`config.mk`:
```
export PLATFORM = sky130hd
export DESIGN_NAME = fft_buffer_ctrl_flat
export DESIGN_NICKNAME = d
export VERILOG_FILES = /design/src/rtl/fft_buffer_ctrl_if.sv /design/src/rtl/fft_buffer_ctrl.sv /design/src/flat_wrapper.sv
export SDC_FILE = /design/constraint.sdc
export NUM_CORES = 1
export LEC_CHECK = 0
export CORE_UTILIZATION = 40
export DETAILED_ROUTE_END_ITERATION = 12
export HOLD_SLACK_MARGIN = 0.05
export PLACE_DENSITY = 0.66
export RECOVER_POWER = 100
export REMOVE_ABC_BUFFERS = 1
export SYNTH_ARGS = -nofsm -noshare
export SYNTH_HDL_FRONTEND = slang
export SYNTH_SLANG_ARGS = --single-unit
```
`constraint.sdc`:
```
create_clock -name clk -period 18.1 [get_ports clk]
set_input_delay 2.715 -clock clk [delete_from_list [all_inputs] [get_ports clk]]
set_output_delay 2.715 -clock clk [all_outputs]
set_load 0.02 [all_outputs]
```
`src/rtl/fft_buffer_ctrl_if.sv`:
```
// Handshake and buffer-control bundle between the FFT buffer sequencer and its environment.
interface fft_buffer_ctrl_if;
    logic        start;
    logic        src_valid;
    logic        src_ready;
    logic        data_valid;
    logic        bank;
    logic [63:0] rd_pt;
    logic [3:0]  stage;
    logic        bf_valid;
    logic        out_valid;
    logic        out_last;
    logic        busy;
    logic        done;

    // Controller side.
    modport master (
        input  start,
        input  src_valid,
        output src_ready,
        output data_valid,
        output bank,
        output rd_pt,
        output stage,
        output bf_valid,
        output out_valid,
        output out_last,
        output busy,
        output done
    );

    // Environment side.
    modport slave (
        output start,
        output src_valid,
        input  src_ready,
        input  data_valid,
        input  bank,
        input  rd_pt,
        input  stage,
        input  bf_valid,
        input  out_valid,
        input  out_last,
        input  busy,
        input  done
    );
endinterface

```
`src/rtl/fft_buffer_ctrl.sv`:
```
// Sequencer for the ping-pong 256-point FFT buffer: one load pass, eight radix-2 stage passes
// and one bit-reversed unload pass, each of 32 beats, separated by PASS_GAP idle cycles.
module fft_buffer_ctrl #(
    parameter int unsigned PASS_GAP = 4
) (
    input  logic              clk,
    input  logic              reset,
    fft_buffer_ctrl_if.master bus
);
    typedef enum logic [2:0] {StIdle, StLoad, StGap, StStage, StUnload} state_e;

    // Pass index: 0 = load, 1..8 = stage 0..7, 9 = unload.
    localparam logic [3:0] UnloadPass = 4'd9;

    state_e      state_q, state_d, prev_q, next_state;
    logic [3:0]  pass_q, pass_d, next_pass;
    logic [3:0]  gap_q, gap_d;
    logic [4:0]  k_q, k_d;
    logic        bank_q, bank_d;
    logic [63:0] rd_pt_q, rd_pt_d;
    logic        dv_q, last_q;
    logic        data_valid, out_valid_w, done_w, pass_end;

    // Read addresses for beat k of a stage pass (pass 1..8) or the unload pass (pass 9).
    function automatic logic [63:0] addr_for(input logic [3:0] pass, input logic [4:0] k);
        logic [63:0] a;
        logic [2:0]  sh;
        logic [7:0]  b, top, span, idx;
        a = '0;
        if (pass == UnloadPass) begin
            for (int l = 0; l < 8; l++) begin
                idx = {k, 3'(l)};
                for (int i = 0; i < 8; i++) begin
                    a[8*l+i] = idx[7-i];
                end
            end
        end else begin
            // Span exponent 7-s with s = pass-1.
            sh   = 3'(4'd8 - pass);
            span = 8'd1 << sh;
            for (int j = 0; j < 4; j++) begin
                b   = {1'b0, k, 2'(j)};
                top = ((b >> sh) << (4'(sh) + 4'd1)) | (b & (span - 8'd1));
                a[16*j   +: 8] = top;
                a[16*j+8 +: 8] = top + span;
            end
        end
        return a;
    endfunction

    assign next_pass  = pass_q + 4'd1;
    assign next_state = (next_pass == UnloadPass) ? StUnload : StStage;

    // State register and per-pass counters.
    always_ff @(posedge clk or posedge reset) begin
        if (reset) begin
            state_q <= StIdle;
            prev_q  <= StIdle;
            pass_q  <= 4'd0;
            gap_q   <= 4'd0;
            k_q     <= 5'd0;
            bank_q  <= 1'b0;
            rd_pt_q <= '0;
            dv_q    <= 1'b0;
            last_q  <= 1'b0;
        end else begin
            state_q <= state_d;
            prev_q  <= state_q;
            pass_q  <= pass_d;
            gap_q   <= gap_d;
            k_q     <= k_d;
            bank_q  <= bank_d;
            rd_pt_q <= rd_pt_d;
            dv_q    <= data_valid;
            last_q  <= (k_q == 5'd31);
        end
    end

    // Next-state, beat/gap counting and pass sequencing.
    always_comb begin
        state_d  = state_q;
        pass_d   = pass_q;
        gap_d    = gap_q;
        k_d      = k_q;
        pass_end = 1'b0;
        unique case (state_q)
            StIdle: begin
                // A start coinciding with done is dropped; the frame restarts only from idle.
                if (bus.start && !done_w) begin
                    state_d = StLoad;
                    pass_d  = 4'd0;
                    k_d     = 5'd0;
                end
            end
            StLoad: begin
                if (bus.src_valid) begin
                    k_d      = k_q + 5'd1;
                    pass_end = (k_q == 5'd31);
                end
            end
            StGap: begin
                if (gap_q == 4'(PASS_GAP - 1)) begin
                    state_d = next_state;
                    pass_d  = next_pass;
                    k_d     = 5'd0;
                end else begin
                    gap_d = gap_q + 4'd1;
                end
            end
            StStage, StUnload: begin
                k_d      = k_q + 5'd1;
                pass_end = (k_q == 5'd31);
            end
            default: state_d = StIdle;
        endcase

        if (pass_end) begin
            if (state_q == StUnload) begin
                state_d = StIdle;
            end else if (PASS_GAP == 0) begin
                state_d = next_state;
                pass_d  = next_pass;
                k_d     = 5'd0;
            end else begin
                state_d = StGap;
                gap_d   = 4'd0;
            end
        end
    end

    // Bank and read pointers are set up one cycle ahead so they are registered on each beat.
    always_comb begin
        bank_d  = bank_q;
        rd_pt_d = rd_pt_q;
        unique case (state_d)
            StIdle, StLoad: bank_d = 1'b0;
            StStage: begin
                bank_d  = pass_d[0];
                rd_pt_d = addr_for(pass_d, k_d);
            end
            StUnload: begin
                bank_d  = 1'b1;
                rd_pt_d = addr_for(pass_d, k_d);
            end
            default: ;
        endcase
    end

    assign data_valid = (state_q == StLoad && bus.src_valid) || (state_q == StStage) ||
                        (state_q == StUnload);

    // Buffer read data lags the address by one cycle, hence the registered qualifiers.
    assign out_valid_w = dv_q && (prev_q == StUnload);
    assign done_w      = out_valid_w && last_q;

    assign bus.src_ready  = (state_q == StLoad);
    assign bus.data_valid = data_valid;
    assign bus.bank       = bank_q;
    assign bus.rd_pt      = rd_pt_q;
    assign bus.stage      = (state_q == StStage)  ? pass_q - 4'd1 :
                            (state_q == StUnload) ? 4'd8 : 4'd0;
    assign bus.bf_valid   = dv_q && (prev_q == StStage);
    assign bus.out_valid  = out_valid_w;
    assign bus.out_last   = done_w;
    assign bus.done       = done_w;
    assign bus.busy       = (state_q != StIdle) || done_w;
endmodule

```
`src/flat_wrapper.sv`:
```
// flat-port wrapper written by rule: the top's interface ports become plain ports
module fft_buffer_ctrl_flat 
#(
    parameter int unsigned PASS_GAP = 4
)
  (clk, reset, bus_start, bus_src_valid, bus_src_ready, bus_data_valid, bus_bank, bus_rd_pt, bus_stage, bus_bf_valid, bus_out_valid, bus_out_last, bus_busy, bus_done);
  fft_buffer_ctrl_if bus_i ();
  input  logic clk;
  input  logic reset;
  input wire logic [$bits(bus_i.start)-1:0] bus_start;
  input wire logic [$bits(bus_i.src_valid)-1:0] bus_src_valid;
  output wire logic [$bits(bus_i.src_ready)-1:0] bus_src_ready;
  output wire logic [$bits(bus_i.data_valid)-1:0] bus_data_valid;
  output wire logic [$bits(bus_i.bank)-1:0] bus_bank;
  output wire logic [$bits(bus_i.rd_pt)-1:0] bus_rd_pt;
  output wire logic [$bits(bus_i.stage)-1:0] bus_stage;
  output wire logic [$bits(bus_i.bf_valid)-1:0] bus_bf_valid;
  output wire logic [$bits(bus_i.out_valid)-1:0] bus_out_valid;
  output wire logic [$bits(bus_i.out_last)-1:0] bus_out_last;
  output wire logic [$bits(bus_i.busy)-1:0] bus_busy;
  output wire logic [$bits(bus_i.done)-1:0] bus_done;
  assign bus_i.start = bus_start;
  assign bus_i.src_valid = bus_src_valid;
  assign bus_src_ready = bus_i.src_ready;
  assign bus_data_valid = bus_i.data_valid;
  assign bus_bank = bus_i.bank;
  assign bus_rd_pt = bus_i.rd_pt;
  assign bus_stage = bus_i.stage;
  assign bus_bf_valid = bus_i.bf_valid;
  assign bus_out_valid = bus_i.out_valid;
  assign bus_out_last = bus_i.out_last;
  assign bus_busy = bus_i.busy;
  assign bus_done = bus_i.done;
  fft_buffer_ctrl #(.PASS_GAP(PASS_GAP)) u_core (.clk(clk), .reset(reset), .bus(bus_i));
endmodule
```
run_1/pdn.png
The bar under the picture is 50 um long. Pins as bars on the die edge.
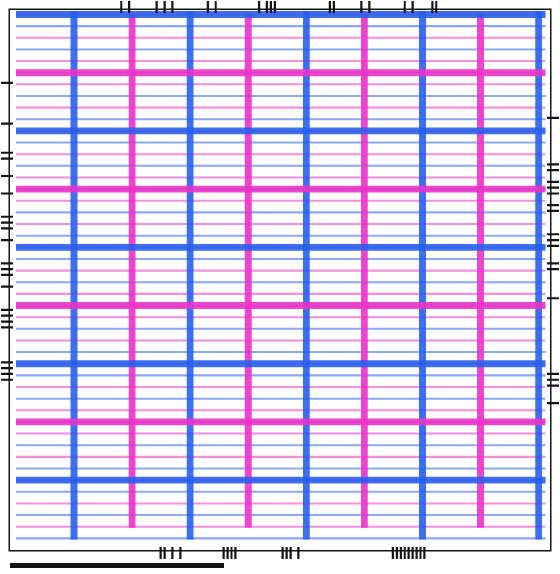
[blue] VSS
[magenta] VDD
met4 straps: 9
met5 straps: 9
chip height: 126 um
Core Box Area: 15,100 um2

run_1/cell_classes.png
The bar under the picture is 50 um long.
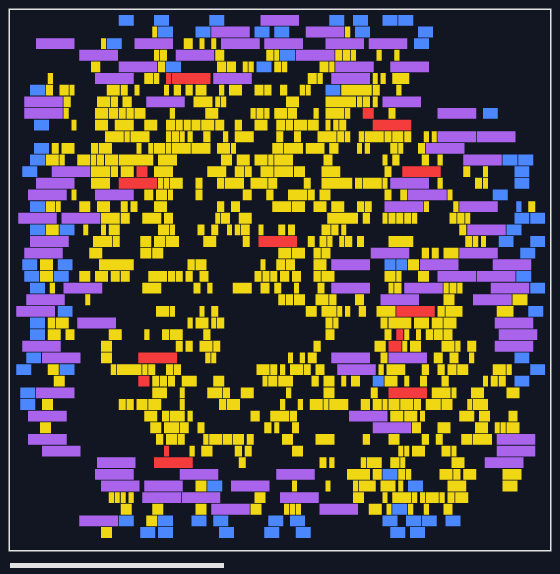
[yellow] all other logic | cells: 583 | share of their area: 54%
[blue] other buffers and delay cells | cells: 83 | share of their area: 12%
[purple] flops | cells: 86 | share of their area: 31%
[red] clock drivers and dummy loads | cells: 16 | share of their area: 3.8%
cell row count: 45
final design utilization: 47.8%
Seq area share: 29.7%
cell area after layout: 7240 um2

==> qor.yml, run 1 <==
status: "finished, violations left"
violations: "capacitance limit, slew limit"
switching_share_pct: 22.6
numCtsBuffers: 9
crit_path_frequent_cell: "o21ai_0"
power_frac_clock_pct: 46.7
adder_share_pct: 9.17
hold_violations: 0
htree_levels: 3
min_to: "u_core.bus.rd_pt[52]$_DFFE_PP0P_"
cts_buffer_depth: 2
crit_fanout: 24
dominantRegCellSynth: "dfrtp_1"
avgViaCountPerCell: 5.91
total_power_uw: 369
ys_types: 91
max-cap-violations: 2
detail-route-antenna-nets: 0
grtUsageMet3_pct: 3.40
dp_hpwl_um: 13500
wl_per_cell_um: 19.2
fp_util_pct: 40.7
cp_num_cells: 18
pin_count: 80
holdWs_ns: 0.468
synth_warnings: 0
die_w_um: 126
clk_pin_slew_ns: 0.06
slew_viol_final: 99
synthCells: 707
largest_area_cell: "dfrtp_1"
synthArstFlopShare_pct: 100
r2r-end: "u_core.bus.rd_pt[31]$_DFFE_PP0P_"
antenna_found_initial: 0
drc: 0
hold_depth: 1
setup_viol: 0
ys_sh_aoi_pct: 26.5
wl_met1_um: 8460
antenna_cells: 0
run_1/clock_map.png
The bar under the picture is 50 um long.
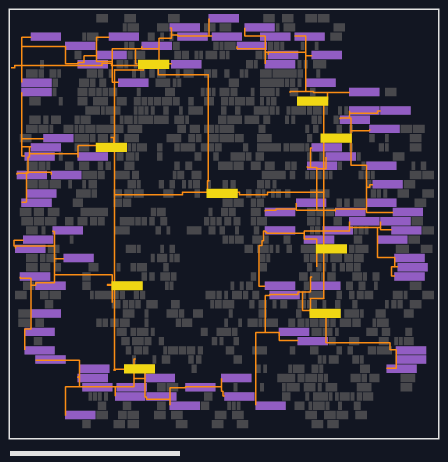
[purple] flip-flops | count: 86
[orange] clock wires | length: 1,210 um
[yellow] cells driving clock nets | count: 9
flops lie: widely spread
routed clock nets: 10
Clk power: 172 uW
Clock Latency Late Sink: 0.35 ns

[run 1: layout make-up]
| cell class | instances | area, um2 | area share, % |
|---|---|---|---|
| clock buffers | 11 | 233 | 3.21 |
| clock inverters | 5 | 36.3 | 0.501 |
| inverters | 33 | 129 | 1.78 |
| multi-input cells | 550 | 3640 | 50.3 |
| flip-flops and latches | 86 | 2150 | 29.7 |
| well taps | 188 | 235 | 3.25 |
| repair buffers | 83 | 817 | 11.3 |
[run 1: Yosys cell counts, drive strengths merged (6+ instances only)]
library cell and n:
xnor2 15, nor3 12, xor2 15, a21o 20, o22ai 7, nand2 67, nor2b 6, and2 7
a31oi 12, clkbuf 22, o31ai 8, ha 38, inv 31, nand2b 11, nand3 13, a21oi 67
o21ai 61, dfrtp 86, nor2 66, buf 16, o21bai 9
==> run 2, diff against run 1 <==
PLACE_DENSITY = 0.68   (was 0.66)
clock period = 10 ns   (was 18.1 ns; I/O delays follow)
==> qor.yml, run 2 <==
seq_area_um2: 2150
final_cell_area_um2: 7330
placementRows: 45
clock_area_share_pct: 4.34
drc: 0
comb_area_um2: 3670
bufAreaShareNonClock_pct: 11.2
pin_count: 80
cp_num_cells: 23
status: "finished, violations left"
die_h_um: 126
yosysMostFrequentCell: "dfrtp_1"
fin_util_pct: 48.4
numCtsBuffers: 9
max-cap-violations: 2
dominant_cells: "combinational gates"
comb_cells: 550
wl_per_cell_um: 18.2
detail-route-antenna-nets: 0
hold_violations: 0
slew_viol_final: 89
dominantRegCellSynth: "dfrtp_1"
antenna_cells: 0
coreArea_um2: 15100
crit_fanout: 23
fp_util_pct: 40.7
synthCells: 707
antenna_found_initial: 0
comb_share_pct: 50.1
violations: "capacitance limit, slew limit"
setup_viol: 0
htree_levels: 3
run 2: layer usage:
metal | vias up | GRT usage [%] | share of wire, %
li1 | 2687 | - | -
met1 | 2671 | 31.1 | 46
met5 | - | 0 | 0
met3 | 40 | 3.82 | 6.2
met2 | 215 | 34.1 | 44
met4 | 0 | 10.6 | 3.1
run 2: logic make-up after synthesis:
kind of cell / synth area share, %
compound gates: 26.5
simple gates: 18.2
flops: 34.9
buf+inv: 4.99
fa+ha+maj: 9.17
xor+xnor: 4.99
mux: 1.30
run 2: metrics by stage:
step	total power [mW]	hold slack [ns]
after global routing	0.745	0.495
after detailed placement	0.364	0.463
after global placement	0.364	0.453
after CTS	0.729	0.477
after floorplan	0.360	0.517
final	0.721	0.472
run_2/metal_stack.png
Only two layers are drawn.
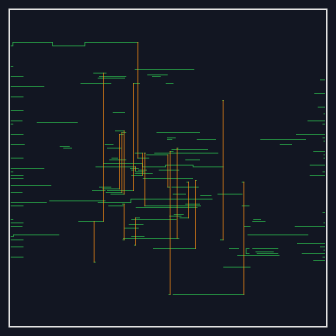
[green] met3 | wire length: 1,080 um
[orange] met4 | wire length: 540 um
final WL: 17,400 um
GRT Util Overall: 22.5%

run_2/clock_map.png
The bar under the picture is 50 um long.
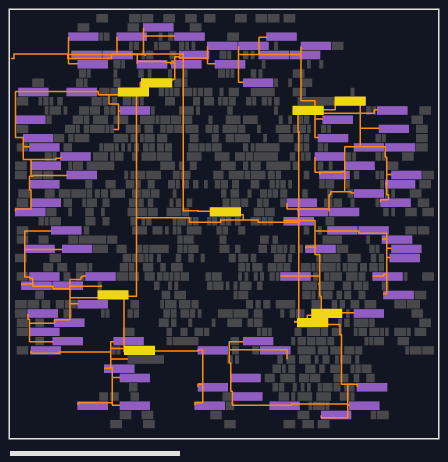
Fin Clk Skew: 0.00635 ns
Clock Power Share: 50.5%
Clk power: 364 uW

==> run 3, diff against run 2 <==
PLACE_DENSITY = 0.66   (was 0.68)
clock period = 10.5 ns   (was 10 ns; I/O delays follow)
==> qor.yml, run 3 <==
pin_count: 80
netlist_logic_family_top: "AND-OR/OR-AND gates"
ys_sh_xor_pct: 4.99
clk_pin_slew_ns: 0.06
wl_met2_um: 8720
cp_num_cells: 22
yosys.area_share.simple_pct: 18.2
die_h_um: 126
grt_usage_pct: 23.7
comb_cells: 550
status: "finished, violations left"
dominant_cells: "combinational gates"
grtUsageMet3_pct: 3.78
total_power_uw: 665
numCtsBuffers: 9
bufAreaShareNonClock_pct: 11.2
use_met1_pct: 30.8
htree_levels: 3
slew_viol_final: 99
violations: "capacitance limit, slew limit"
max-cap-violations: 2
coreArea_um2: 15100
adder_share_pct: 9.17
clock_area_share_pct: 4.14
ys_sh_mux_pct: 1.30
synthCells: 707
antenna_found_initial: 0
detail-route-antenna-nets: 0
run 3: cell counts after synthesis:
No cell type changed its count.
run 3: worst max path at each step:
stage,slack (ns),from,to
floorplan,3.93,bus_start,u_core.bus.rd_pt[47]$_DFFE_PP0P_
global placement,2.61,bus_start,u_core.bus.rd_pt[47]$_DFFE_PP0P_
global route,1.19,bus_start,u_core.bus.rd_pt[47]$_DFFE_PP0P_
detailed placement,2.52,bus_start,u_core.bus.rd_pt[47]$_DFFE_PP0P_
CTS,2.86,bus_start,u_core.bus.rd_pt[47]$_DFFE_PP0P_
finish,1.69,bus_start,u_core.bus.rd_pt[47]$_DFFE_PP0P_
run 3: metrics by stage:
stage                     util, %  cells
after global routing         48.1    956
final                        48.1    956
after detailed placement     46.6    940
after global placement       46.6    940
after CTS                    48.6    956
after floorplan                 -    669
run_3/cell_classes.png
The bar under the picture is 50 um long.
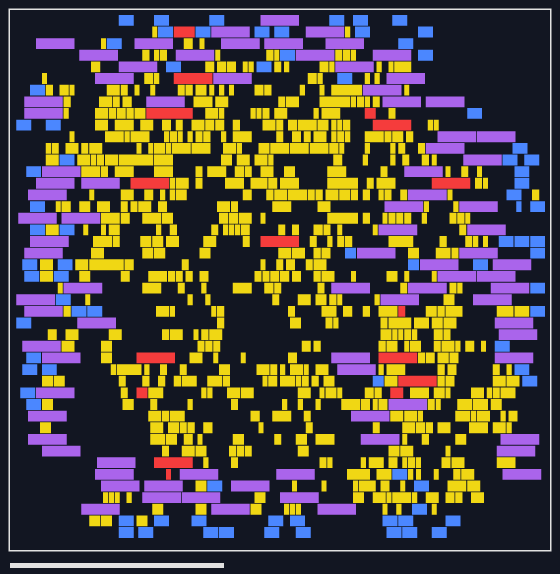
[red] clock drivers and dummy loads | cells: 16 | share of their area: 4.3%
[yellow] all other logic | cells: 583 | share of their area: 54%
[blue] other buffers and delay cells | cells: 83 | share of their area: 12%
[purple] flops | cells: 86 | share of their area: 31%
Seq area share: 29.5%
final design utilization: 48.1%
cell area after layout: 7280 um2

run_3/clock_map.png
The bar under the picture is 50 um long.
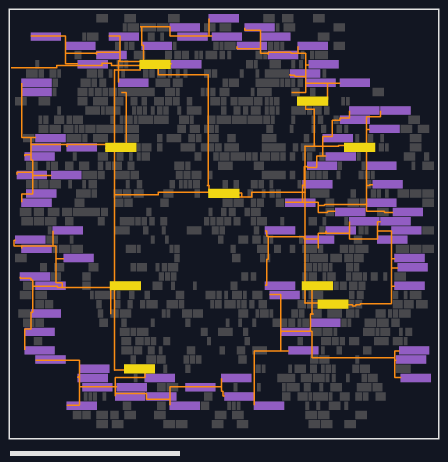
[yellow] cells driving clock nets | count: 9
[orange] clock wires | length: 1,190 um
[purple] flip-flops | count: 86
routed clock nets: 10
flops lie: widely spread
Fin Clk Skew: 0.00659 ns
Clk power: 326 uW
Clock Power Share: 49.0%

Power is estimated from default activity; no workload was simulated.
